<file path="config.mk">
export PLATFORM = sky130hd
export DESIGN_NAME = display_flat
export DESIGN_NICKNAME = d
export VERILOG_FILES = /design/src/rtl/display_pkg.sv /design/src/rtl/display_if.sv /design/src/rtl/display_spi.sv /design/src/rtl/display.sv /design/src/flat_wrapper.sv
export SDC_FILE = /design/constraint.sdc
export NUM_CORES = 1
export LEC_CHECK = 0
export CAP_MARGIN = 15
export CORE_MARGIN = 8
export CORE_UTILIZATION = 46
export DETAILED_ROUTE_END_ITERATION = 8
export SLEW_MARGIN = 20
export SYNTH_ARGS = -nofsm -noshare
export SYNTH_HDL_FRONTEND = slang
export SYNTH_HIERARCHICAL = 1
export SYNTH_SLANG_ARGS = --single-unit
</file>
<file path="constraint.sdc">
create_clock -name clk -period 3.2 [get_ports clk]
set_input_delay 0.64 -clock clk [delete_from_list [all_inputs] [get_ports clk]]
set_output_delay 0.64 -clock clk [all_outputs]
set_load 0.1 [all_outputs]
</file>
<file path="src/rtl/display_pkg.sv">
// Shared definitions for the SSD1306 panel driver: serializer command codes,
// FSM state encodings, panel geometry and the fixed command tables.
package display_pkg;

  typedef enum logic [2:0] {
    DSPI_NONE      = 3'd0,
    DSPI_SEND_CMD  = 3'd1,
    DSPI_SEND_DATA = 3'd2
  } dspi_cmd_e;

  typedef enum logic [2:0] {
    SPI_OFF,
    SPI_IDLE,
    SPI_LEAD,
    SPI_SETUP,
    SPI_HIGH,
    SPI_LOW
  } spi_state_e;

  typedef enum logic [2:0] {
    DISP_RST_LOW,
    DISP_RST_HIGH,
    DISP_INIT,
    DISP_FRAME_HDR,
    DISP_FETCH,
    DISP_WAIT_DATA,
    DISP_SEND
  } disp_state_e;

  localparam int NUM_COLUMNS = 128;
  localparam int NUM_PAGES   = 8;
  localparam int INIT_LEN    = 8;
  localparam int HDR_LEN     = 6;

  localparam logic [6:0] COL_LAST  = 7'(NUM_COLUMNS - 1);
  localparam logic [2:0] PAGE_LAST = 3'(NUM_PAGES - 1);
  localparam logic [2:0] INIT_LAST = 3'(INIT_LEN - 1);
  localparam logic [2:0] HDR_LAST  = 3'(HDR_LEN - 1);

  // Display off, charge pump on, horizontal addressing, segment/COM remap, display on.
  function automatic logic [7:0] init_cmd(input logic [2:0] idx);
    case (idx)
      3'd0:    init_cmd = 8'hAE;
      3'd1:    init_cmd = 8'h8D;
      3'd2:    init_cmd = 8'h14;
      3'd3:    init_cmd = 8'h20;
      3'd4:    init_cmd = 8'h00;
      3'd5:    init_cmd = 8'hA1;
      3'd6:    init_cmd = 8'hC8;
      default: init_cmd = 8'hAF;
    endcase
  endfunction

  // Column window 0..127, page window 0..7.
  function automatic logic [7:0] hdr_cmd(input logic [2:0] idx);
    case (idx)
      3'd0:    hdr_cmd = 8'h21;
      3'd1:    hdr_cmd = 8'h00;
      3'd2:    hdr_cmd = 8'h7F;
      3'd3:    hdr_cmd = 8'h22;
      3'd4:    hdr_cmd = 8'h00;
      default: hdr_cmd = 8'h07;
    endcase
  endfunction

endpackage

</file>
<file path="src/rtl/display_if.sv">
// Pixel-source request bus and panel SPI pins of the display driver.
interface display_if;
  logic       d_read;
  logic [2:0] d_page_idx;
  logic [6:0] d_column_idx;
  logic [7:0] d_data;
  logic       d_data_ready;
  logic       spi_din;
  logic       spi_clk;
  logic       spi_cs;
  logic       spi_dc;
  logic       spi_rst;

  modport master (
    output d_read, d_page_idx, d_column_idx,
    output spi_din, spi_clk, spi_cs, spi_dc, spi_rst,
    input  d_data, d_data_ready
  );

  modport slave (
    input  d_read, d_page_idx, d_column_idx,
    input  spi_din, spi_clk, spi_cs, spi_dc, spi_rst,
    output d_data, d_data_ready
  );
endinterface

</file>
<file path="src/rtl/display_spi.sv">
// Mode-0 byte serializer for the panel. dc is driven one cycle ahead of cs,
// data shifts MSB first on the falling edge of spi_clk.
module display_spi
  import display_pkg::*;
#(
  parameter int CLK_DIV = 4
) (
  input  logic       clk,
  input  logic       rst_n,
  // Handshake: a command other than DSPI_NONE is taken in any cycle with
  // dspi_ready=1; ready then stays low until the byte's cs has risen again.
  input  dspi_cmd_e  dspi_cmd,
  input  logic [7:0] dspi_byte,
  output logic       dspi_ready,
  output logic       spi_din,
  output logic       spi_clk,
  output logic       spi_cs,
  output logic       spi_dc,
  output spi_state_e dbg_state
);

  localparam logic [15:0] DIV_LAST = 16'(CLK_DIV - 1);

  spi_state_e  state_q, state_d;
  logic [15:0] cnt_q, cnt_d;
  logic [2:0]  bit_q, bit_d;
  logic [7:0]  shift_q, shift_d;
  logic        cs_q, cs_d, sclk_q, sclk_d, din_q, din_d, dc_q, dc_d;

  assign dspi_ready = (state_q == SPI_IDLE);

  always_comb begin
    state_d = state_q;
    cnt_d   = cnt_q;
    bit_d   = bit_q;
    shift_d = shift_q;
    cs_d    = cs_q;
    sclk_d  = sclk_q;
    din_d   = din_q;
    dc_d    = dc_q;
    case (state_q)
      SPI_OFF: state_d = SPI_IDLE;
      SPI_IDLE: begin
        if (dspi_cmd != DSPI_NONE) begin
          state_d = SPI_LEAD;
          shift_d = dspi_byte;
          dc_d    = (dspi_cmd == DSPI_SEND_DATA);
        end
      end
      SPI_LEAD: begin
        state_d = SPI_SETUP;
        cs_d    = 1'b0;
        cnt_d   = '0;
        bit_d   = '0;
        din_d   = shift_q[7];
      end
      SPI_SETUP: begin
        if (cnt_q == DIV_LAST) begin
          state_d = SPI_HIGH;
          sclk_d  = 1'b1;
          cnt_d   = '0;
        end else begin
          cnt_d = cnt_q + 16'd1;
        end
      end
      SPI_HIGH: begin
        if (cnt_q == DIV_LAST) begin
          state_d = SPI_LOW;
          sclk_d  = 1'b0;
          cnt_d   = '0;
          shift_d = {shift_q[6:0], 1'b0};
          din_d   = shift_q[6];
        end else begin
          cnt_d = cnt_q + 16'd1;
        end
      end
      SPI_LOW: begin
        if (cnt_q == DIV_LAST) begin
          cnt_d = '0;
          if (bit_q == 3'd7) begin
            state_d = SPI_IDLE;
            cs_d    = 1'b1;
          end else begin
            state_d = SPI_HIGH;
            sclk_d  = 1'b1;
            bit_d   = bit_q + 3'd1;
          end
        end else begin
          cnt_d = cnt_q + 16'd1;
        end
      end
      default: state_d = SPI_OFF;
    endcase
  end

  always_ff @(posedge clk or negedge rst_n) begin
    if (!rst_n) begin
      state_q <= SPI_OFF;
      cnt_q   <= '0;
      bit_q   <= '0;
      shift_q <= '0;
      cs_q    <= 1'b1;
      sclk_q  <= 1'b0;
      din_q   <= 1'b0;
      dc_q    <= 1'b0;
    end else begin
      state_q <= state_d;
      cnt_q   <= cnt_d;
      bit_q   <= bit_d;
      shift_q <= shift_d;
      cs_q    <= cs_d;
      sclk_q  <= sclk_d;
      din_q   <= din_d;
      dc_q    <= dc_d;
    end
  end

  assign spi_cs    = cs_q;
  assign spi_clk   = sclk_q;
  assign spi_din   = din_q;
  assign spi_dc    = dc_q;
  assign dbg_state = state_q;

endmodule

</file>
<file path="src/rtl/display.sv">
// SSD1306 128x64 driver: panel reset, one-time init, then endless frames of
// header commands followed by 1024 pixel bytes fetched page-major.
module display
  import display_pkg::*;
#(
  parameter int CLK_DIV      = 4,
  parameter int RESET_CYCLES = 120
) (
  input  logic        clk,
  input  logic        rst_n,
  display_if.master   bus,
  output disp_state_e dbg_state,
  output spi_state_e  dbg_spi_state
);

  localparam logic [15:0] RST_LAST = 16'(RESET_CYCLES - 1);

  disp_state_e state_q, state_d;
  logic [15:0] cnt_q, cnt_d;
  logic [2:0]  step_q, step_d;
  logic [2:0]  page_q, page_d;
  logic [6:0]  column_q, column_d;
  logic [7:0]  pix_q, pix_d;
  logic        spi_rst_q, spi_rst_d;
  logic        d_read_q, d_read_d;

  dspi_cmd_e   dspi_cmd;
  logic [7:0]  dspi_byte;
  logic        dspi_ready;
  logic        spi_din, spi_clk, spi_cs, spi_dc;

  always_comb begin
    state_d   = state_q;
    cnt_d     = cnt_q;
    step_d    = step_q;
    page_d    = page_q;
    column_d  = column_q;
    pix_d     = pix_q;
    spi_rst_d = spi_rst_q;
    d_read_d  = 1'b0;
    dspi_cmd  = DSPI_NONE;
    dspi_byte = 8'h00;
    case (state_q)
      DISP_RST_LOW: begin
        if (cnt_q == RST_LAST) begin
          state_d   = DISP_RST_HIGH;
          cnt_d     = '0;
          spi_rst_d = 1'b1;
        end else begin
          cnt_d = cnt_q + 16'd1;
        end
      end
      DISP_RST_HIGH: begin
        if (cnt_q == RST_LAST) begin
          state_d = DISP_INIT;
          step_d  = '0;
        end else begin
          cnt_d = cnt_q + 16'd1;
        end
      end
      DISP_INIT: begin
        if (dspi_ready) begin
          dspi_cmd  = DSPI_SEND_CMD;
          dspi_byte = init_cmd(step_q);
          step_d    = step_q + 3'd1;
          if (step_q == INIT_LAST) begin
            state_d = DISP_FRAME_HDR;
            step_d  = '0;
          end
        end
      end
      DISP_FRAME_HDR: begin
        if (dspi_ready) begin
          dspi_cmd  = DSPI_SEND_CMD;
          dspi_byte = hdr_cmd(step_q);
          step_d    = step_q + 3'd1;
          if (step_q == HDR_LAST) begin
            state_d = DISP_FETCH;
            step_d  = '0;
          end
        end
      end
      DISP_FETCH: begin
        d_read_d = 1'b1;
        state_d  = DISP_WAIT_DATA;
      end
      DISP_WAIT_DATA: begin
        if (bus.d_data_ready) begin
          pix_d   = bus.d_data;
          state_d = DISP_SEND;
        end
      end
      DISP_SEND: begin
        // Indices advance only once the byte is accepted, so the next fetch
        // always presents the following pixel position.
        if (dspi_ready) begin
          dspi_cmd  = DSPI_SEND_DATA;
          dspi_byte = pix_q;
          state_d   = DISP_FETCH;
          if (column_q == COL_LAST) begin
            column_d = '0;
            if (page_q == PAGE_LAST) begin
              page_d  = '0;
              state_d = DISP_FRAME_HDR;
            end else begin
              page_d = page_q + 3'd1;
            end
          end else begin
            column_d = column_q + 7'd1;
          end
        end
      end
      default: state_d = DISP_RST_LOW;
    endcase
  end

  always_ff @(posedge clk or negedge rst_n) begin
    if (!rst_n) begin
      state_q   <= DISP_RST_LOW;
      cnt_q     <= '0;
      step_q    <= '0;
      page_q    <= '0;
      column_q  <= '0;
      pix_q     <= '0;
      spi_rst_q <= 1'b0;
      d_read_q  <= 1'b0;
    end else begin
      state_q   <= state_d;
      cnt_q     <= cnt_d;
      step_q    <= step_d;
      page_q    <= page_d;
      column_q  <= column_d;
      pix_q     <= pix_d;
      spi_rst_q <= spi_rst_d;
      d_read_q  <= d_read_d;
    end
  end

  display_spi #(.CLK_DIV(CLK_DIV)) u_spi (
    .clk        (clk),
    .rst_n      (rst_n),
    .dspi_cmd   (dspi_cmd),
    .dspi_byte  (dspi_byte),
    .dspi_ready (dspi_ready),
    .spi_din    (spi_din),
    .spi_clk    (spi_clk),
    .spi_cs     (spi_cs),
    .spi_dc     (spi_dc),
    .dbg_state  (dbg_spi_state)
  );

  assign bus.d_read       = d_read_q;
  assign bus.d_page_idx   = page_q;
  assign bus.d_column_idx = column_q;
  assign bus.spi_rst      = spi_rst_q;
  assign bus.spi_din      = spi_din;
  assign bus.spi_clk      = spi_clk;
  assign bus.spi_cs       = spi_cs;
  assign bus.spi_dc       = spi_dc;
  assign dbg_state        = state_q;

endmodule

</file>
<file path="src/flat_wrapper.sv">
// flat-port wrapper written by rule: the top's interface ports become plain ports
module display_flat import display_pkg::*;
#(
  parameter int CLK_DIV      = 4,
  parameter int RESET_CYCLES = 120
)
  (clk, rst_n, dbg_state, dbg_spi_state, bus_d_read, bus_d_page_idx, bus_d_column_idx, bus_spi_din, bus_spi_clk, bus_spi_cs, bus_spi_dc, bus_spi_rst, bus_d_data, bus_d_data_ready);
  display_if bus_i ();
  input  logic clk;
  input  logic rst_n;
  output disp_state_e dbg_state;
  output spi_state_e dbg_spi_state;
  output wire logic [$bits(bus_i.d_read)-1:0] bus_d_read;
  output wire logic [$bits(bus_i.d_page_idx)-1:0] bus_d_page_idx;
  output wire logic [$bits(bus_i.d_column_idx)-1:0] bus_d_column_idx;
  output wire logic [$bits(bus_i.spi_din)-1:0] bus_spi_din;
  output wire logic [$bits(bus_i.spi_clk)-1:0] bus_spi_clk;
  output wire logic [$bits(bus_i.spi_cs)-1:0] bus_spi_cs;
  output wire logic [$bits(bus_i.spi_dc)-1:0] bus_spi_dc;
  output wire logic [$bits(bus_i.spi_rst)-1:0] bus_spi_rst;
  input wire logic [$bits(bus_i.d_data)-1:0] bus_d_data;
  input wire logic [$bits(bus_i.d_data_ready)-1:0] bus_d_data_ready;
  assign bus_d_read = bus_i.d_read;
  assign bus_d_page_idx = bus_i.d_page_idx;
  assign bus_d_column_idx = bus_i.d_column_idx;
  assign bus_spi_din = bus_i.spi_din;
  assign bus_spi_clk = bus_i.spi_clk;
  assign bus_spi_cs = bus_i.spi_cs;
  assign bus_spi_dc = bus_i.spi_dc;
  assign bus_spi_rst = bus_i.spi_rst;
  assign bus_i.d_data = bus_d_data;
  assign bus_i.d_data_ready = bus_d_data_ready;
  display #(.CLK_DIV(CLK_DIV), .RESET_CYCLES(RESET_CYCLES)) u_core (.clk(clk), .rst_n(rst_n), .bus(bus_i), .dbg_state(dbg_state), .dbg_spi_state(dbg_spi_state));
endmodule
</file>
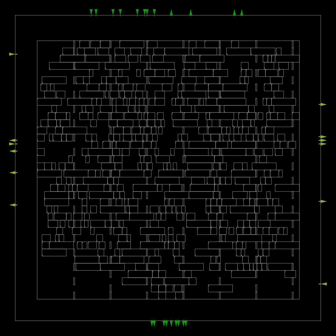
final_placement.png
core region area: 0.009729 sq mm
Final Util: 0.5329
fill cell count: 905
final std cells w/o fill: 631
Flop Count: 76

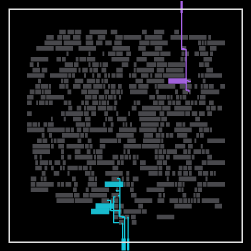
port_nets.png
(2 px per um)
port	colour	bits	direction	end cells	wire
bus_d_page_idx	cyan	3	output	3	94.5 um
bus_spi_clk	purple	1	output	1	48.3 um

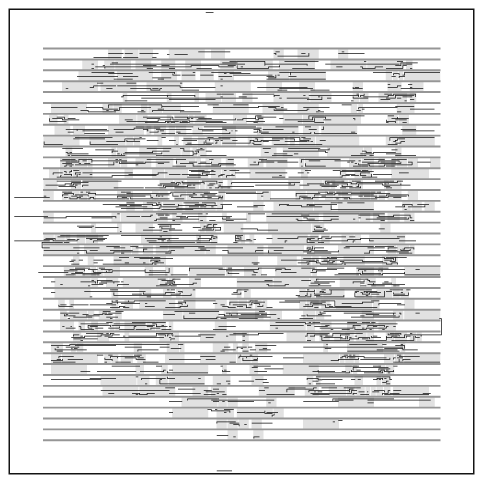
met1.png
(4 px per um) Supply wires on this layer in grey. Cells faint in the background.
share of all routed wire	47%
wire length on this layer	5160 um
main direction	horizontal
nets with wire on the layer	478

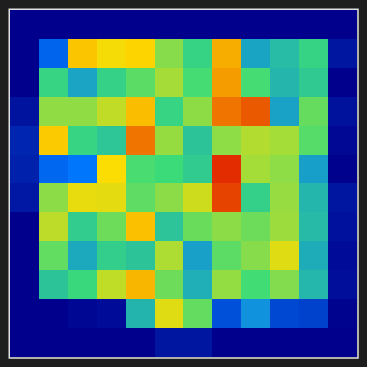
density.png
(3 px per um) The die is cut into 12 by 12 equal tiles; dark blue is low, red is high, 0 to 100% covered.
mean over tiles	38%
tiles over 75% full	9.0%
densest ninth of the die	middle
fullest tile	95%
fp_density: 0.4702

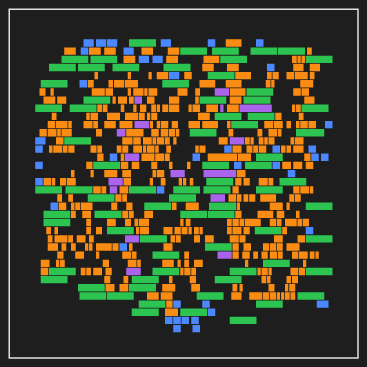
cell_classes.png
(3 px per um)
class	colour	cells	share of their area
clock drivers and dummy loads	purple	16	4.5%
other buffers and delay cells	blue	42	6.8%
flip-flops	green	76	38%
all other logic	orange	364	51%

==> flow_metrics.tcl <==
# yosys + openroad results
set metrics [dict create \
    synth.comb.largest_family "simple AND/OR/NAND/NOR gates" \
    p_seq_frac 0.406 \
    synth.distinct_cells 69 \
    drc_errors 0 \
    dpl.hpwl_um 7372 \
    top_area_cell "dfrtp_1" \
    num_rows 36 \
    overflow 0 \
    cts_tree "built" \
    hold_buffers 0 \
    hold_viol 0 \
    hold_path_class "in -> async" \
    edf_count 0 \
    yosys_most_used_dff "dfrtp_1" \
    drive_gt1_frac 0.1888 \
    drt_iter0_drc 278 \
    yosys_warnings 6 \
    post_cts_buffers 0 \
    wl_per_cell_um 17.25 \
    power_leader "registers" \
    simple_gate_share 0.2027 \
    syn_inst 462 \
    clkPwrFrac 0.283 \
    ys_cells 462 \
    synth_flops 76 \
    reg2reg_from "u_core/step_q[2]" \
    clock.fmax_mhz 391.3 \
    track_usage 0.1748 \
    powerSeq_mw 1.21 \
    rr_worst_depth 6 \
    clock_power_uw 846 \
    r2r_end "u_core/u_spi/shift_q[5]" \
    arrival_ns 2.79 \
    firstDrtPassIters 4 \
    start_kind "flip-flop" \
    worstSetupStartpoint "u_core/step_q[2]" \
    portBuffers 32 \
    outcome "finished, final reports clean" \
    powerComb_uw 928 \
    yosys_area_sq_mm 0.004574 \
]
==> through the flow <==
step	utilization	cell area [sq um]	setup WS [ns]	total power, mW	std cells
after global routing	0.5329	5185	0.4964	3.160	631
after global placement	0.5094	4956	0.7878	2.152	615
after detailed placement	0.5094	4956	0.7338	2.164	615
final	0.5329	5185	0.6447	2.986	631
after CTS	0.5325	5181	0.7103	3.023	631
after floorplan	-	4583	0.1245	1.911	463
==> cell type report <==
| cell class | count | area [sq um] |
|---|---|---|
| clock inverters | 5 | 83.83 |
| repair buffers | 42 | 341.6 |
| multi-input cells | 343 | 2470 |
| flip-flops and latches | 76 | 1903 |
| fillers | 905 | 4544 |
| well taps | 133 | 166.4 |
| clock buffers | 11 | 141.4 |
| inverters | 21 | 78.83 |
==> critical path, cell delays in order (launching register included) <==
cell       delay [ns]
dfrtp_1          0.65
clkinv_1         0.35
ha_1             0.32
a2111oi_0        0.45
a211oi_1         0.15
mux2_2           0.28
mux2_4           0.25
==> cells in the final DEF (no fill, tap or decap), types with 4 or more instances in the layout <==
cell             count
a2111oi_0            4
o21a_1               4
and3_1               7
nor3_1              12
dfrtp_1             75
clkbuf_8            10
clkdlybuf4s50_1      9
nand2_1             31
mux2i_1              6
xnor2_1             14
mux2_2              21
a31oi_1             17
nand2b_1             8
ha_1                14
a211oi_1             4
mux2_4               7
nor4b_2              4
a32o_1               4
o211ai_1             6
nand3_1             23
a21o_1               4
nor2_1              22
o21ai_0             21
nor2b_1              6
nand4_1             13
inv_1               19
nor4_1               6
a21oi_1             20
buf_4               32
xor2_1               5
==> per-layer routing <==
metal	up-vias	part of all wire	track usage
li1	1780	-	-
met1	1812	0.47	0.2334
met2	74	0.48	0.2798
met3	6	0.038	0.03387
met4	0	0.0072	0.05445
met5	-	0	0
No activity file was given, so power comes from the tool's default toggle rates.
